### src/rtl/uart_tx_arbiter_pkg.sv
// Shared types and helpers for the UART transmit-side arbiter.
// The default byte width matches the UART core.
package uart_tx_arbiter_pkg;

    localparam int DBIT_DEFAULT = 8;

    typedef enum logic {
        IDLE = 1'b0,
        BUSY = 1'b1
    } arb_state_t;

    // Index width for n items, never narrower than one bit.
    function automatic int idx_width(input int n);
        int w;
        w = 1;
        while ((1 << w) < n) w++;
        return w;
    endfunction

endpackage

### src/rtl/uart_tx_arbiter_rr.sv
// Combinational round-robin picker: first set request after last_idx, wrapping modulo N_REQ.
// The result is returned both as a one-hot vector and as an index.
module uart_tx_arbiter_rr
    import uart_tx_arbiter_pkg::*;
#(
    parameter int N_REQ = 4,
    parameter int IW    = idx_width(N_REQ)
) (
    input  logic [N_REQ-1:0] req,
    input  logic [IW-1:0]    last_idx,
    output logic [N_REQ-1:0] onehot,
    output logic [IW-1:0]    idx
);

    logic [IW-1:0] cand;

    always_comb begin
        onehot = '0;
        idx    = '0;
        cand   = '0;
        // Walk from farthest to nearest so the nearest request after last_idx wins.
        for (int k = N_REQ; k >= 1; k--) begin
            cand = IW'((int'(last_idx) + k) % N_REQ);
            if (req[cand]) begin
                onehot       = '0;
                onehot[cand] = 1'b1;
                idx          = cand;
            end
        end
    end

endmodule

### src/rtl/uart_tx_arbiter.sv
// Shares the UART TX FIFO write port between N_REQ byte streams, one whole frame per grant,
// round-robin, with a stall watchdog that revokes the grant from an owner that stops sending.
module uart_tx_arbiter
    import uart_tx_arbiter_pkg::*;
#(
    parameter int DBIT    = DBIT_DEFAULT,
    parameter int N_REQ   = 4,
    parameter int TIMEOUT = 1024
) (
    input  logic                        clk,
    input  logic                        reset_n,
    input  logic [N_REQ-1:0]            req_valid,
    input  logic [N_REQ*DBIT-1:0]       req_data,
    input  logic [N_REQ-1:0]            req_last,
    output logic [N_REQ-1:0]            req_ready,
    output logic [DBIT-1:0]             w_data,
    output logic                        wr_uart,
    input  logic                        tx_full,
    output logic [N_REQ-1:0]            grant,
    output logic                        busy,
    output logic                        timeout_err,
    output logic [idx_width(N_REQ)-1:0] timeout_id
);

    localparam int IW = idx_width(N_REQ);
    localparam int CW = idx_width(TIMEOUT);
    localparam logic [CW-1:0] CNT_LIMIT = CW'(TIMEOUT - 1);

    arb_state_t       state_reg, state_next;
    logic [IW-1:0]    gidx_reg, gidx_next;
    logic [IW-1:0]    last_idx_reg, last_idx_next;
    logic [CW-1:0]    cnt_reg, cnt_next;
    logic [IW-1:0]    timeout_id_reg, timeout_id_next;
    logic [N_REQ-1:0] arb_onehot;
    logic [IW-1:0]    arb_idx;
    logic [DBIT-1:0]  data_arr [N_REQ];
    logic             sel_valid, sel_last, stall;

    uart_tx_arbiter_rr #(
        .N_REQ (N_REQ),
        .IW    (IW)
    ) u_rr (
        .req      (req_valid),
        .last_idx (last_idx_reg),
        .onehot   (arb_onehot),
        .idx      (arb_idx)
    );

    generate
        for (genvar gi = 0; gi < N_REQ; gi++) begin : g_req
            assign data_arr[gi]  = req_data[gi*DBIT +: DBIT];
            assign grant[gi]     = busy && (gidx_reg == IW'(gi));
            assign req_ready[gi] = grant[gi] && !tx_full;
        end
    endgenerate

    assign busy       = (state_reg == BUSY);
    assign sel_valid  = req_valid[gidx_reg];
    assign sel_last   = req_last[gidx_reg];
    assign wr_uart    = busy && sel_valid && !tx_full;
    assign w_data     = busy ? data_arr[gidx_reg] : '0;
    // A full FIFO is back-pressure, not a stalled owner.
    assign stall      = busy && !sel_valid && !tx_full;
    assign timeout_id = timeout_id_reg;

    always_ff @(posedge clk or negedge reset_n) begin
        if (!reset_n) begin
            state_reg      <= IDLE;
            gidx_reg       <= '0;
            last_idx_reg   <= IW'(N_REQ - 1);
            cnt_reg        <= '0;
            timeout_id_reg <= '0;
        end else begin
            state_reg      <= state_next;
            gidx_reg       <= gidx_next;
            last_idx_reg   <= last_idx_next;
            cnt_reg        <= cnt_next;
            timeout_id_reg <= timeout_id_next;
        end
    end

    always_comb begin
        state_next      = state_reg;
        gidx_next       = gidx_reg;
        last_idx_next   = last_idx_reg;
        cnt_next        = cnt_reg;
        timeout_id_next = timeout_id_reg;
        timeout_err     = 1'b0;
        case (state_reg)
            IDLE: begin
                if (|arb_onehot) begin
                    state_next = BUSY;
                    gidx_next  = arb_idx;
                    cnt_next   = '0;
                end
            end
            BUSY: begin
                if (wr_uart) begin
                    cnt_next = '0;
                    if (sel_last) begin
                        state_next    = IDLE;
                        last_idx_next = gidx_reg;
                    end
                end else if (stall) begin
                    if (cnt_reg == CNT_LIMIT) begin
                        state_next      = IDLE;
                        last_idx_next   = gidx_reg;
                        timeout_err     = 1'b1;
                        timeout_id_next = gidx_reg;
                        cnt_next        = '0;
                    end else begin
                        cnt_next = cnt_reg + 1'b1;
                    end
                end
            end
            default: state_next = IDLE;
        endcase
    end

endmodule

### config.mk
export PLATFORM = sky130hd
export DESIGN_NAME = uart_tx_arbiter
export DESIGN_NICKNAME = d
export VERILOG_FILES = /design/src/rtl/uart_tx_arbiter_pkg.sv /design/src/rtl/uart_tx_arbiter_rr.sv /design/src/rtl/uart_tx_arbiter.sv
export SDC_FILE = /design/constraint.sdc
export NUM_CORES = 1
export LEC_CHECK = 0
export CAP_MARGIN = 5
export CORE_UTILIZATION = 39
export DETAILED_ROUTE_END_ITERATION = 8
export GPL_ROUTABILITY_DRIVEN = 0
export PLACE_DENSITY = 0.81
export SETUP_SLACK_MARGIN = 0.4
export SLEW_MARGIN = 10
export SYNTH_ARGS = -nofsm -noshare
export SYNTH_HDL_FRONTEND = slang
export SYNTH_SLANG_ARGS = --single-unit
### constraint.sdc
create_clock -name clk -period 2.6 [get_ports clk]
set_input_delay 0.26 -clock clk [delete_from_list [all_inputs] [get_ports clk]]
set_output_delay 0.26 -clock clk [all_outputs]
set_load 0.05 [all_outputs]
==> qor.csv, run 1 <==
stage,metric,value,unit
outcome,run_status,"finished, final reports clean",
floorplanning,fp.coreArea,3690,um2
synthesis,yosys_warnings,0,
synthesis,synth_area_per_cell,9.52,um2
run,openroad.warnings,34,
run,cap_violations,0,
setup_path,slowest_stage,dfstp_2,
grt,antenna_found_initial,0,
final_timing,holdWs,0.465,ns
floorplanning,floorplan.core_util,40.8,%
final_layout,register_area,429,um2
synthesis,synth_nets,208,
final_layout,fin_cells,277,
cts,cts_sinks,17,
setup_path,cpPeakStageDelay,0.63,ns
setup_path,r2r_start,last_idx_reg[0],
synthesis,ys_types,38,
detailed_routing,drc,0,
place,hpwl,3.06,mm
cts,clk_path_buf_depth,2,
final_timing,maxSlewViolCount,0,
final_layout,final_cell_mix,"45 x clkdlybuf4s50_1, 27 x buf_4, 14 x dfrtp_1",
synthesis,ys_cells,158,
final_layout,antenna-diode-count,0,
setup_path,cp_data_arrival_time,2.44,ns
place,io_buffers,63,
cts,cts.clk_slew.worst_paths,0.07,ns
place,place_inst,266,
power_and_ir_drop,power_density,1100,nW/um2
final_layout,nets,280,
floorplanning,die_x,64.1,um
synthesis,ys_ff,17,
final_timing,setup-tns-final,0,ns
grt,grt_max_degree,18,
setup_path,r2r_slack,0.33,ns
detailed_routing,drt_iter0_drc,83,
synthesis,yosysChipArea,1500,um2
floorplanning,ios,64,
final_timing,final.min_clock_period,2.27,ns
==> run 1: worst max path at each step <==
stage | start | endpoint
floorplan | last_idx_reg[0] | cnt_reg[8]
global placement | last_idx_reg[1] | cnt_reg[1]
detailed placement | last_idx_reg[0] | cnt_reg[4]
CTS | last_idx_reg[0] | cnt_reg[4]
global route | last_idx_reg[0] | cnt_reg[3]
finish | last_idx_reg[0] | gidx_reg[1]
==> run 1: synth_stat cells <==
cell type	number	area, um2
dfrtp_1	15	375
nand2_1	13	48.8
nor2_1	13	48.8
mux4_2	11	248
and2_1	9	56.3
a21oi_1	8	40.0
o21ai_0	8	40.0
a31oi_1	7	43.8
clkbuf_1	7	26.3
ha_1	7	87.6
inv_1	7	26.3
nand3_1	7	35.0
mux2i_1	6	60.1
mux2_2	5	56.3
nor3_1	4	20.0
nor3b_1	4	30.0
buf_6	2	22.5
dfstp_2	2	52.6
nand4_1	2	12.5
o21ai_2	2	17.5
or4_1	2	15.0
a2111o_1	1	11.3
a211oi_1	1	7.51
a41oi_1	1	8.76
and3_1	1	6.26
and4_1	1	8.76
buf_2	1	5.00
nand2_2	1	6.26
nand2b_1	1	6.26
nor2b_1	1	6.26
nor4_1	1	6.26
o2111ai_1	1	8.76
o211ai_1	1	7.51
o211ai_4	1	21.3
o21a_1	1	7.51
o221ai_1	1	8.76
o22ai_1	1	6.26
o41ai_1	1	8.76
==> run 1: where the power goes <==
group	switching [mW]	internal [mW]	total, mW
registers	0.108	0.341	0.448
clock network	0.0925	0.109	0.201
logic	1.17	0.834	2.00
==> run 1: through the flow <==
| step | instance area (um2) | worst slack (ns) |
|---|---|---|
| floorplan | 1580 | 0.333 |
| global placement | 2230 | 0.266 |
| detailed placement | 2230 | 0.241 |
| CTS | 2310 | 0.396 |
| global route | 2400 | 0.282 |
| finish | 2400 | 0.327 |
==> run 1: final cells by class <==
type,count,area share [%]
Clock buffer,4,1.87
Multi-Input combinational cell,125,47.3
Inverter,7,1.30
Tap cell,48,2.50
Timing Repair Buffer,76,29.2
Sequential cell,17,17.9
==> run 1: kinds of logic after synthesis <==
| kind of cell | Yosys count | share of synthesized area [%] |
|---|---|---|
| DFF | 17 | 28.5 |
| and+or+nand+nor | 60 | 20.4 |
| AOI/OAI and AO/OA | 35 | 15.8 |
| adders and majority gates | 7 | 5.82 |
| buffers and inverters | 17 | 5.32 |
| muxes | 22 | 24.2 |
==> run 1: metal layers <==
layer | vias to the layer above | share of wire (%) | track usage [%]
met5 | - | 0 | 0
met4 | 0 | 0.97 | 7.78
met3 | 5 | 12 | 5.89
met2 | 93 | 45 | 34.0
met1 | 713 | 43 | 26.8
li1 | 737 | - | -
==> run 1: repair_timing <==
item / CTS / global route
setup buffers: 3 / 3
cloned: 0 / 1
pin swaps: 0 / 7
gates resized: 5 / 14
endpoints found under the setup margin: 14 / 14
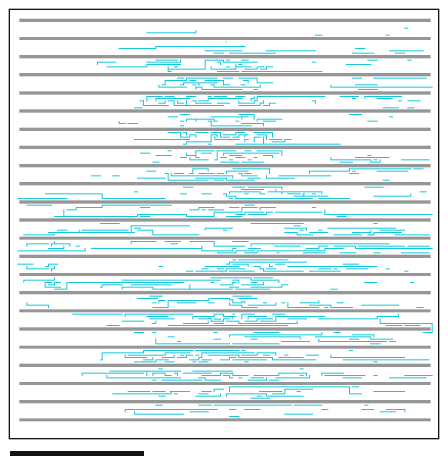
*Metal 1, run 1*
Bar = 20 um. Supply wires on this layer in gray.
longest straight run: 20.7 um
main direction: horizontal

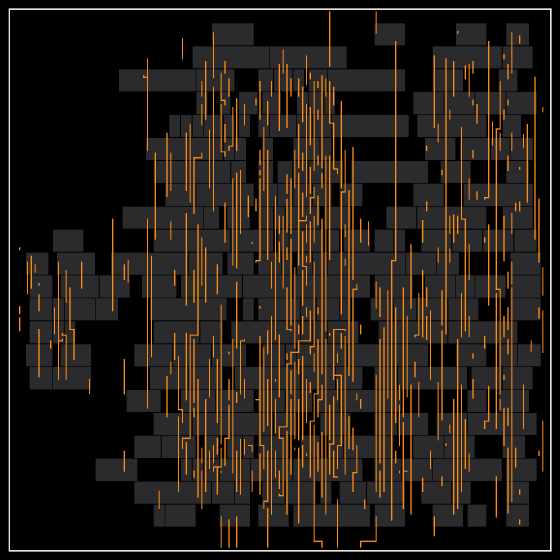
*Met2 routing, run 1*
wire length on this layer: 1,980 um
longest straight run: 32.6 um
main direction: vertical

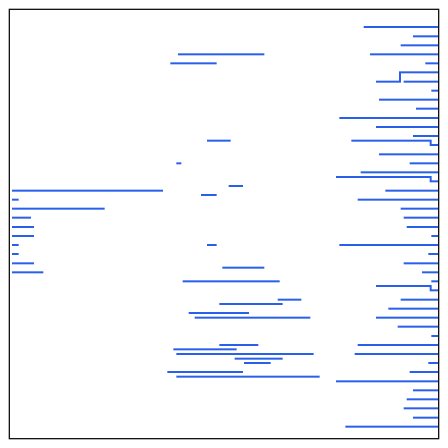
*Met3 routing, run 1*
nets with wire on the layer: 71
longest straight run: 22.3 um
wire length on this layer: 525 um

==> inputs of run 2 (changes only) <==
Settings changed: CORE_UTILIZATION 39 to 25, PLACE_DENSITY 0.81 to 0.56.
Clock period 2.6 ns to 2.1 ns, I/O delays scaled along.
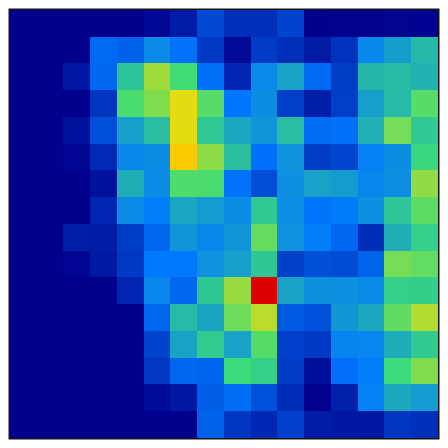
*Routed metal per tile, run 2*
16 x 16 tiles, from dark blue (low) to red (high), scaled to the fullest tile. Values are wire area over tile area, all layers added.
tiles over half the peak: 10%
nearly empty tiles: 26%
fullest tile: 0.60
densest ninth of the die: center

==> qor.csv, run 2 <==
stage,metric,value,unit
outcome,run_status,"complete, but fails checks",
outcome,violations,setup timing,
floorplanning,die_x,79.6,um
place,placed_area,2580,um2
synthesis,yosysTopAreaCellShare,25.0,%
detailed_routing,drt_iter0_drc,74,
synthesis,synth-async-reset-ratio,100,%
power_and_ir_drop,power_density,1390,nW/um2
detailed_routing,drc,0,
synthesis,flop_cell,dfrtp_1,
synthesis,yosysTopAreaCell,dfrtp_1,
final_timing,timing.final.setup_violations,6,
final_layout,nets,319,
power_and_ir_drop,pwr-share-seq,11.7,%
synthesis,yosysChipArea,1500,um2
synthesis,ys_ff,17,
final_timing,maxSlewViolCount,0,
cts,cts_sinks,17,
final_timing,setup_slack,-0.0262,ns
final_layout,final_cell_mix,"40 x clkdlybuf4s50_1, 34 x buf_4, 15 x buf_6",
synthesis,ys_cells,158,
cts,clk_path_buf_depth,2,
power_and_ir_drop,p_int,2.38,mW
place,io_buffers,63,
setup_path,r2r_slack,-0.03,ns
power_and_ir_drop,p_sw,1.93,mW
setup_path,crit_start,last_idx_reg[0],
synthesis,synth_area_per_cell,9.52,um2
floorplanning,fp.coreArea,5640,um2
grt,grt_max_degree,20,
final_layout,antenna-diode-count,0,
place,pre_cts_ws,-0.0914,ns
power_and_ir_drop,swShare,44.7,%
cts,cts.clk_slew.worst_paths,0.07,ns
run,cap_violations,0,
synthesis,synth_top_cell_by_count,dfrtp_1,
synthesis,yosys_warnings,0,
synthesis,synth_nets,208,
synthesis,ys_types,38,
place,hpwl,3.52,mm
floorplanning,ios,64,
-- run 2: cell counts after synthesis --
Identical to the previous run, type by type.
-- run 2: cell families (layout without fill, tap and decap cells) --
logic type	after synthesis	after routing	synth area share (%)
buffers and inverters	17	127	5.32
multiplexers	22	22	24.2
AND-OR/OR-AND	35	35	15.8
adder cells (fa/ha/maj)	7	7	5.82
flip-flops	17	17	28.5
AND/OR/NAND/NOR	60	60	20.4
-- run 2: critical path: stages, from the launching register on --
cell and delay [ns]:
dfstp_2 0.59, inv_6 0.06, ha_4 0.15, or4_4 0.56, o22ai_2 0.13, a21oi_2 0.09, o211ai_4 0.14, nand2_4 0.15
mux2i_1 0.15
-- run 2: how the worst max path moves through the flow --
stage,cells past startpoint,slack [ns],end
floorplan,9,-0.17,cnt_reg[8]
global placement,8,-0.08,cnt_reg[5]
detailed placement,8,-0.09,cnt_reg[1]
CTS,8,-0.03,cnt_reg[1]
global route,8,-0.12,cnt_reg[0]
finish,8,-0.03,cnt_reg[1]
-- run 2: what timing repair did --
action | CTS | global route
cloned | 0 | 0
hold buffers | 0 | 0
setup buffers | 16 | 7
gates resized | 68 | 17
pin swaps | 23 | 7
endpoints found under the setup margin | 33 | 35
-- run 2: final cells by class --
type	instances	area, um2
Multi-Input combinational cell	124	1240
Sequential cell	17	429
Inverter	7	33.8
Timing Repair Buffer	116	1250
Clock buffer	4	45.0
Tap cell	72	90.1
Fill cell	474	2550
-- run 2: metal layers --
metal  wire length, um  vias to the layer above  GRT usage, %
li1                  -                      815             -
met1              2080                      795          20.4
met2              2430                       75          29.8
met3               458                        7          2.29
met4                87                        0          6.18
met5                 0                        -             0
-- run 2: stage by stage --
step / cells / hold WS [ns] / total power, mW / setup TNS, ns
4_1_cts: 333 / 0.297 / 4.12 / -0.133
6_report: 340 / 0.299 / 4.31 / -0.133
5_1_grt: 340 / 0.310 / 4.57 / -1.12
3_5_place_dp: 313 / 0.477 / 3.18 / -0.709
3_3_place_gp: 313 / 0.470 / 3.16 / -0.468
2_1_floorplan: 158 / -0.0856 / 2.29 / -0.969
-- run 2: power groups by stage --
stage	registers [mW]	logic, mW	clock network (mW)
after floorplan	0.527	1.76	0
after global placement	0.530	2.63	0
after detailed placement	0.534	2.64	0
after CTS	0.506	3.36	0.253
after global routing	0.523	3.78	0.273
final	0.506	3.56	0.247
Power and IR drop assume default switching activity.
